File: src/rtl/flags_pkg.sv
// Shared definitions for the condition-flag register and its save stack.
package flags_pkg;
    localparam int FLAG_Z_BIT     = 2;
    localparam int FLAG_V_BIT     = 1;
    localparam int FLAG_N_BIT     = 0;
    localparam int FLAG_W_DEFAULT = 3;

    typedef logic [FLAG_W_DEFAULT-1:0] flags_t;
endpackage

File: src/rtl/flags_stack_reg_if.sv
// Flag-register bus: ALU update, interrupt push/pop and status outputs.
interface flags_stack_reg_if #(
    parameter int FLAG_W = 3,
    parameter int CNT_W  = 3
);
    logic              en;
    logic [FLAG_W-1:0] wr_mask;
    logic [FLAG_W-1:0] d;
    logic              push;
    logic              pop;
    logic              err_clr;
    logic [FLAG_W-1:0] q;
    logic [CNT_W-1:0]  depth_cnt;
    logic              full;
    logic              empty;
    logic              ovf_err;
    logic              unf_err;

    modport master (
        output en, wr_mask, d, push, pop, err_clr,
        input  q, depth_cnt, full, empty, ovf_err, unf_err
    );

    modport slave (
        input  en, wr_mask, d, push, pop, err_clr,
        output q, depth_cnt, full, empty, ovf_err, unf_err
    );
endinterface

File: src/rtl/flags_lifo.sv
// Save/restore LIFO for flag vectors; push, pop and in-place swap of the top.
module flags_lifo #(
    parameter int FLAG_W = 3,
    parameter int DEPTH  = 4,
    parameter int CNT_W  = 3
) (
    input  logic              clk,
    input  logic              rst,
    input  logic              push,
    input  logic              pop,
    input  logic [FLAG_W-1:0] din,
    output logic [FLAG_W-1:0] top,
    output logic [CNT_W-1:0]  cnt,
    output logic              full,
    output logic              empty
);
    import flags_pkg::*;

    localparam int AW = (DEPTH > 1) ? $clog2(DEPTH) : 1;

    logic [FLAG_W-1:0] mem_q [DEPTH];
    logic [FLAG_W-1:0] mem_d [DEPTH];
    logic [CNT_W-1:0]  cnt_q;
    logic [CNT_W-1:0]  cnt_d;
    logic [CNT_W-1:0]  top_cnt;
    logic [AW-1:0]     top_idx;
    logic [AW-1:0]     wr_idx;

    assign full    = (cnt_q == CNT_W'(DEPTH));
    assign empty   = (cnt_q == '0);
    assign top_cnt = cnt_q - 1'b1;
    assign top_idx = AW'(top_cnt);
    assign wr_idx  = AW'(cnt_q);
    assign top     = mem_q[top_idx];
    assign cnt     = cnt_q;

    always_comb begin
        mem_d = mem_q;
        cnt_d = cnt_q;
        // Swap rewrites the top in place; count is untouched.
        if (push && pop) begin
            if (!empty) mem_d[top_idx] = din;
        end else if (push) begin
            if (!full) begin
                mem_d[wr_idx] = din;
                cnt_d         = cnt_q + 1'b1;
            end
        end else if (pop) begin
            if (!empty) cnt_d = cnt_q - 1'b1;
        end
    end

    always_ff @(posedge clk or posedge rst) begin
        if (rst) begin
            cnt_q <= '0;
            for (int i = 0; i < DEPTH; i++) mem_q[i] <= '0;
        end else begin
            cnt_q <= cnt_d;
            mem_q <= mem_d;
        end
    end
endmodule

File: src/rtl/flags_stack_reg.sv
// Condition-flag register with masked ALU update, save stack and sticky errors.
module flags_stack_reg #(
    parameter int FLAG_W = 3,
    parameter int DEPTH  = 4,
    parameter int CNT_W  = 3
) (
    input logic              clk,
    input logic              rst,
    flags_stack_reg_if.slave bus
);
    import flags_pkg::*;

    logic [FLAG_W-1:0] q_q;
    logic [FLAG_W-1:0] q_d;
    logic [FLAG_W-1:0] m;
    logic [FLAG_W-1:0] upd;
    logic [FLAG_W-1:0] top;
    logic              ovf_q;
    logic              ovf_d;
    logic              unf_q;
    logic              unf_d;
    logic              full;
    logic              empty;
    logic              ovf_set;
    logic              unf_set;

    flags_lifo #(
        .FLAG_W (FLAG_W),
        .DEPTH  (DEPTH),
        .CNT_W  (CNT_W)
    ) u_lifo (
        .clk   (clk),
        .rst   (rst),
        .push  (bus.push),
        .pop   (bus.pop),
        .din   (q_q),
        .top   (top),
        .cnt   (bus.depth_cnt),
        .full  (full),
        .empty (empty)
    );

    assign m       = bus.en ? bus.wr_mask : '0;
    assign upd     = (q_q & ~m) | (bus.d & m);
    assign ovf_set = bus.push && !bus.pop && full;
    assign unf_set = bus.pop && !bus.push && empty;

    always_comb begin
        // A real pop (or swap) restores the saved top over any ALU update.
        q_d   = (bus.pop && !empty) ? top : upd;
        ovf_d = ovf_q;
        unf_d = unf_q;
        if (bus.err_clr) begin
            ovf_d = 1'b0;
            unf_d = 1'b0;
        end
        if (ovf_set) ovf_d = 1'b1;
        if (unf_set) unf_d = 1'b1;
    end

    always_ff @(posedge clk or posedge rst) begin
        if (rst) begin
            q_q   <= '0;
            ovf_q <= 1'b0;
            unf_q <= 1'b0;
        end else begin
            q_q   <= q_d;
            ovf_q <= ovf_d;
            unf_q <= unf_d;
        end
    end

    assign bus.q       = q_q;
    assign bus.full    = full;
    assign bus.empty   = empty;
    assign bus.ovf_err = ovf_q;
    assign bus.unf_err = unf_q;
endmodule

File: src/flat_wrapper.sv
// flat-port wrapper written by rule: the top's interface ports become plain ports
module flags_stack_reg_flat import flags_pkg::*;
#(
    parameter int FLAG_W = 3,
    parameter int DEPTH  = 4,
    parameter int CNT_W  = 3
)
  (clk, rst, bus_en, bus_wr_mask, bus_d, bus_push, bus_pop, bus_err_clr, bus_q, bus_depth_cnt, bus_full, bus_empty, bus_ovf_err, bus_unf_err);
  flags_stack_reg_if #(.FLAG_W(FLAG_W), .CNT_W(CNT_W)) bus_i ();
  input logic clk;
  input logic rst;
  input wire logic [$bits(bus_i.en)-1:0] bus_en;
  input wire logic [$bits(bus_i.wr_mask)-1:0] bus_wr_mask;
  input wire logic [$bits(bus_i.d)-1:0] bus_d;
  input wire logic [$bits(bus_i.push)-1:0] bus_push;
  input wire logic [$bits(bus_i.pop)-1:0] bus_pop;
  input wire logic [$bits(bus_i.err_clr)-1:0] bus_err_clr;
  output wire logic [$bits(bus_i.q)-1:0] bus_q;
  output wire logic [$bits(bus_i.depth_cnt)-1:0] bus_depth_cnt;
  output wire logic [$bits(bus_i.full)-1:0] bus_full;
  output wire logic [$bits(bus_i.empty)-1:0] bus_empty;
  output wire logic [$bits(bus_i.ovf_err)-1:0] bus_ovf_err;
  output wire logic [$bits(bus_i.unf_err)-1:0] bus_unf_err;
  assign bus_i.en = bus_en;
  assign bus_i.wr_mask = bus_wr_mask;
  assign bus_i.d = bus_d;
  assign bus_i.push = bus_push;
  assign bus_i.pop = bus_pop;
  assign bus_i.err_clr = bus_err_clr;
  assign bus_q = bus_i.q;
  assign bus_depth_cnt = bus_i.depth_cnt;
  assign bus_full = bus_i.full;
  assign bus_empty = bus_i.empty;
  assign bus_ovf_err = bus_i.ovf_err;
  assign bus_unf_err = bus_i.unf_err;
  flags_stack_reg #(.FLAG_W(FLAG_W), .DEPTH(DEPTH), .CNT_W(CNT_W)) u_core (.clk(clk), .rst(rst), .bus(bus_i));
endmodule
File: config.mk
export PLATFORM = sky130hd
export DESIGN_NAME = flags_stack_reg_flat
export DESIGN_NICKNAME = d
export VERILOG_FILES = /design/src/rtl/flags_pkg.sv /design/src/rtl/flags_stack_reg_if.sv /design/src/rtl/flags_lifo.sv /design/src/rtl/flags_stack_reg.sv /design/src/flat_wrapper.sv
export SDC_FILE = /design/constraint.sdc
export NUM_CORES = 1
export LEC_CHECK = 0
export CORE_MARGIN = 1
export CORE_UTILIZATION = 55
export DETAILED_ROUTE_END_ITERATION = 10
export HOLD_SLACK_MARGIN = 0.08
export PLACE_DENSITY = 0.9
export SYNTH_ARGS = -nofsm -noshare
export SYNTH_HDL_FRONTEND = slang
export SYNTH_HIERARCHICAL = 1
export SYNTH_SLANG_ARGS = --single-unit
File: constraint.sdc
create_clock -name clk -period 4.7 [get_ports clk]
set_input_delay 0.47 -clock clk [delete_from_list [all_inputs] [get_ports clk]]
set_output_delay 0.47 -clock clk [all_outputs]
set_load 0.005 [all_outputs]
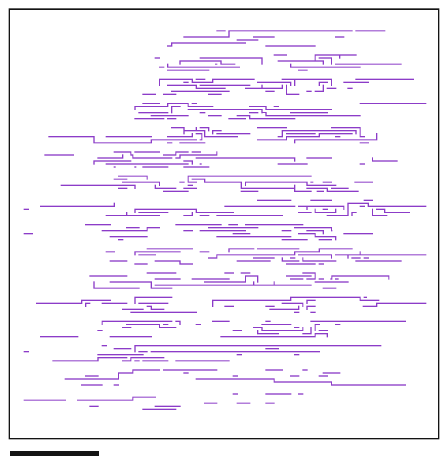
Figure 1: the metal 1 layer.
The bar under the picture is 10 µm long.
nets with wire on the layer	125
share of all routed wire	47%

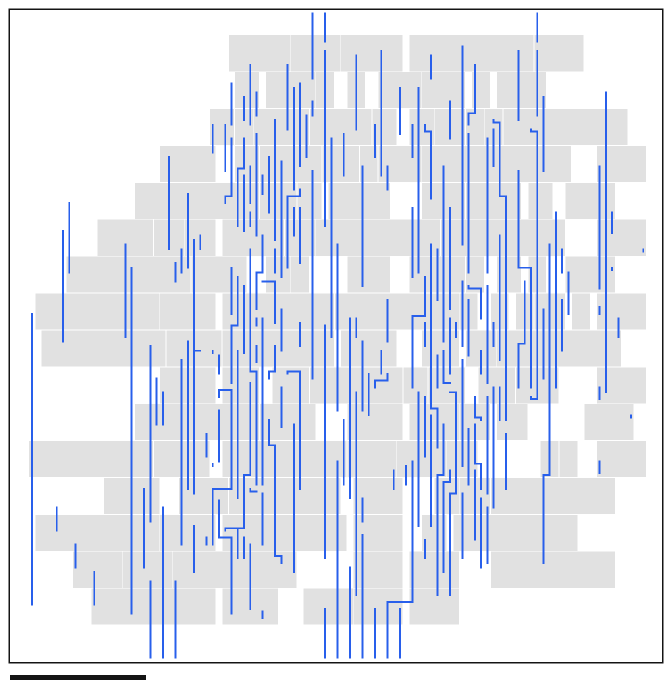
Figure 2: M2 wires.
The bar under the picture is 10 µm long.
wire length on this layer	1,140 µm
nets with wire on the layer	121
share of all routed wire	48%

==> summary.rpt <==
FLOW METRICS REPORT
----------------------------------------------------
[Status]
  Outcome ........................ finished, final reports clean

[Clock network]
  Post-CTS repair timing setup buffer count ........................ 0
  Number of clock buffers inserted by TritonCTS ........................ 3
  Worst-case clock buffer depth ........................ 2
  Hold buffers post-CTS ........................ 0

[Final layout]
  Layout inverter count without the clock tree ........................ 7
  Proportion of layout cells with a drive suffix above 1 ........................ 17.1%
  Antenna cells ........................ 0
  Largest area class, layout ........................ combinational gates
  Share of cell area taken by multi-input logic gates ........................ 43.0%

[Final timing]
  Total negative slack ........................ 0 ns
  Transition time at the pin with the least slew margin ........................ 0.657 ns
  Tcrit/Tclk final ........................ 56.3%
  Slew Limit Headroom ........................ 56.1%
  Final clock skew ........................ 0.00326 ns
  Count of final setup violators ........................ 0

[Power]
  Total combinational power ........................ 0.000426 W
  P_seq ........................ 0.000341 W
  Group with the largest share of power ........................ combinational logic
  Switching Share ........................ 34.0%
  Total Power ........................ 0.000908 W

[Job]
  Tool warnings ........................ 31

[Floorplanning]
  Tap cells ........................ 27
  I/O pin count ........................ 22
  Floorplan Utilization ........................ 58.9%
  Die area ........................ 2310 µm²
  Die Span X ........................ 48.1 µm

[Synthesis]
  Share of async-settable or async-resettable flops after synthesis ........................ 100%
  Gate count of the mapped netlist ........................ 101
  Post-Synthesis Cell Area ........................ 1170 µm²
  # Cells Yosys ........................ 101
  Top cell type's share of synthesized area ........................ 42.9%
  Count of library flops with an enable pin ........................ 0

[Detailed routing]
  Remaining DRCs ........................ 0
  Via/cell ratio ........................ 5.64

[Critical path]
  Slowest Stage Delay on Critical Path ........................ 0.53 ns
  CP Capture Type ........................ output port
  Library cell contributing the largest single delay on the critical path ........................ sky130_fd_sc_hd__dfrtp_1
  Arrival time of the worst setup path ........................ 2.18 ns

[Placed design]
  Number of buffers inserted by port buffering ........................ 21
  Weighted congestion at the end of routability-driven global placement ........................ 0.746
  Post-Place Worst Slack ........................ 2.26 ns

[Hold path]
  Type of the worst min-delay path ........................ input port to async pin

----------------------------------------------------
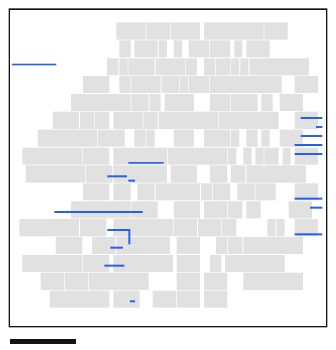
Figure 3: signal wires on met3.
The bar under the picture is 10 µm long.
longest straight run	13.1 µm
wire length on this layer	61.4 µm
nets with wire on the layer	13
main direction	horizontal
share of all routed wire	2.6%

==> how the worst min path moves through the flow <==
stage	from	to	slack, ns	cells past startpoint
after global placement	u_core/u_lifo/mem_q[2]$_DFFE_PP0P_	u_core/u_lifo/mem_q[2]$_DFFE_PP0P_	0.47	1
after floorplan	rst	async pin	0.25	1
after detailed placement	u_core/u_lifo/mem_q[0]$_DFFE_PP0P_	u_core/u_lifo/mem_q[0]$_DFFE_PP0P_	0.47	1
after global routing	rst	async pin	0.39	2
after CTS	rst	async pin	0.38	2
final	rst	u_core/bus.ovf_err$_DFFE_PP0P_	0.38	2
==> metal layers <==
metal | vias up | GRT usage, % | share of wire (%)
li1 | 413 | - | -
met1 | 407 | 30.7 | 47
met2 | 20 | 38.1 | 48
met3 | 6 | 3.40 | 2.6
met4 | 0 | 11.7 | 2.2
met5 | - | 0 | 0
==> Yosys cell counts (2+ instances only) <==
cell type	count
sky130_fd_sc_hd__ha_1	6
sky130_fd_sc_hd__a31oi_1	3
sky130_fd_sc_hd__mux2_1	3
sky130_fd_sc_hd__mux2_2	11
sky130_fd_sc_hd__xnor2_1	3
sky130_fd_sc_hd__o22ai_1	2
sky130_fd_sc_hd__nor3b_1	3
sky130_fd_sc_hd__a21bo_1	3
sky130_fd_sc_hd__and3_1	3
sky130_fd_sc_hd__nand2_1	6
sky130_fd_sc_hd__mux4_2	3
sky130_fd_sc_hd__nand3_1	4
sky130_fd_sc_hd__dfrtp_1	20
sky130_fd_sc_hd__nand2b_1	2
sky130_fd_sc_hd__inv_1	7
sky130_fd_sc_hd__nor2_1	3
sky130_fd_sc_hd__a21oi_1	5
==> cell families after synthesis <==
family / after synthesis
xor gates and xnor gates: 4
DFF: 20
adders and majority gates: 6
buffers and inverters: 10
and+or+nand+nor: 25
AOI/OAI and AO/OA: 18
muxes: 18
Power is estimated from default activity; no workload was simulated.
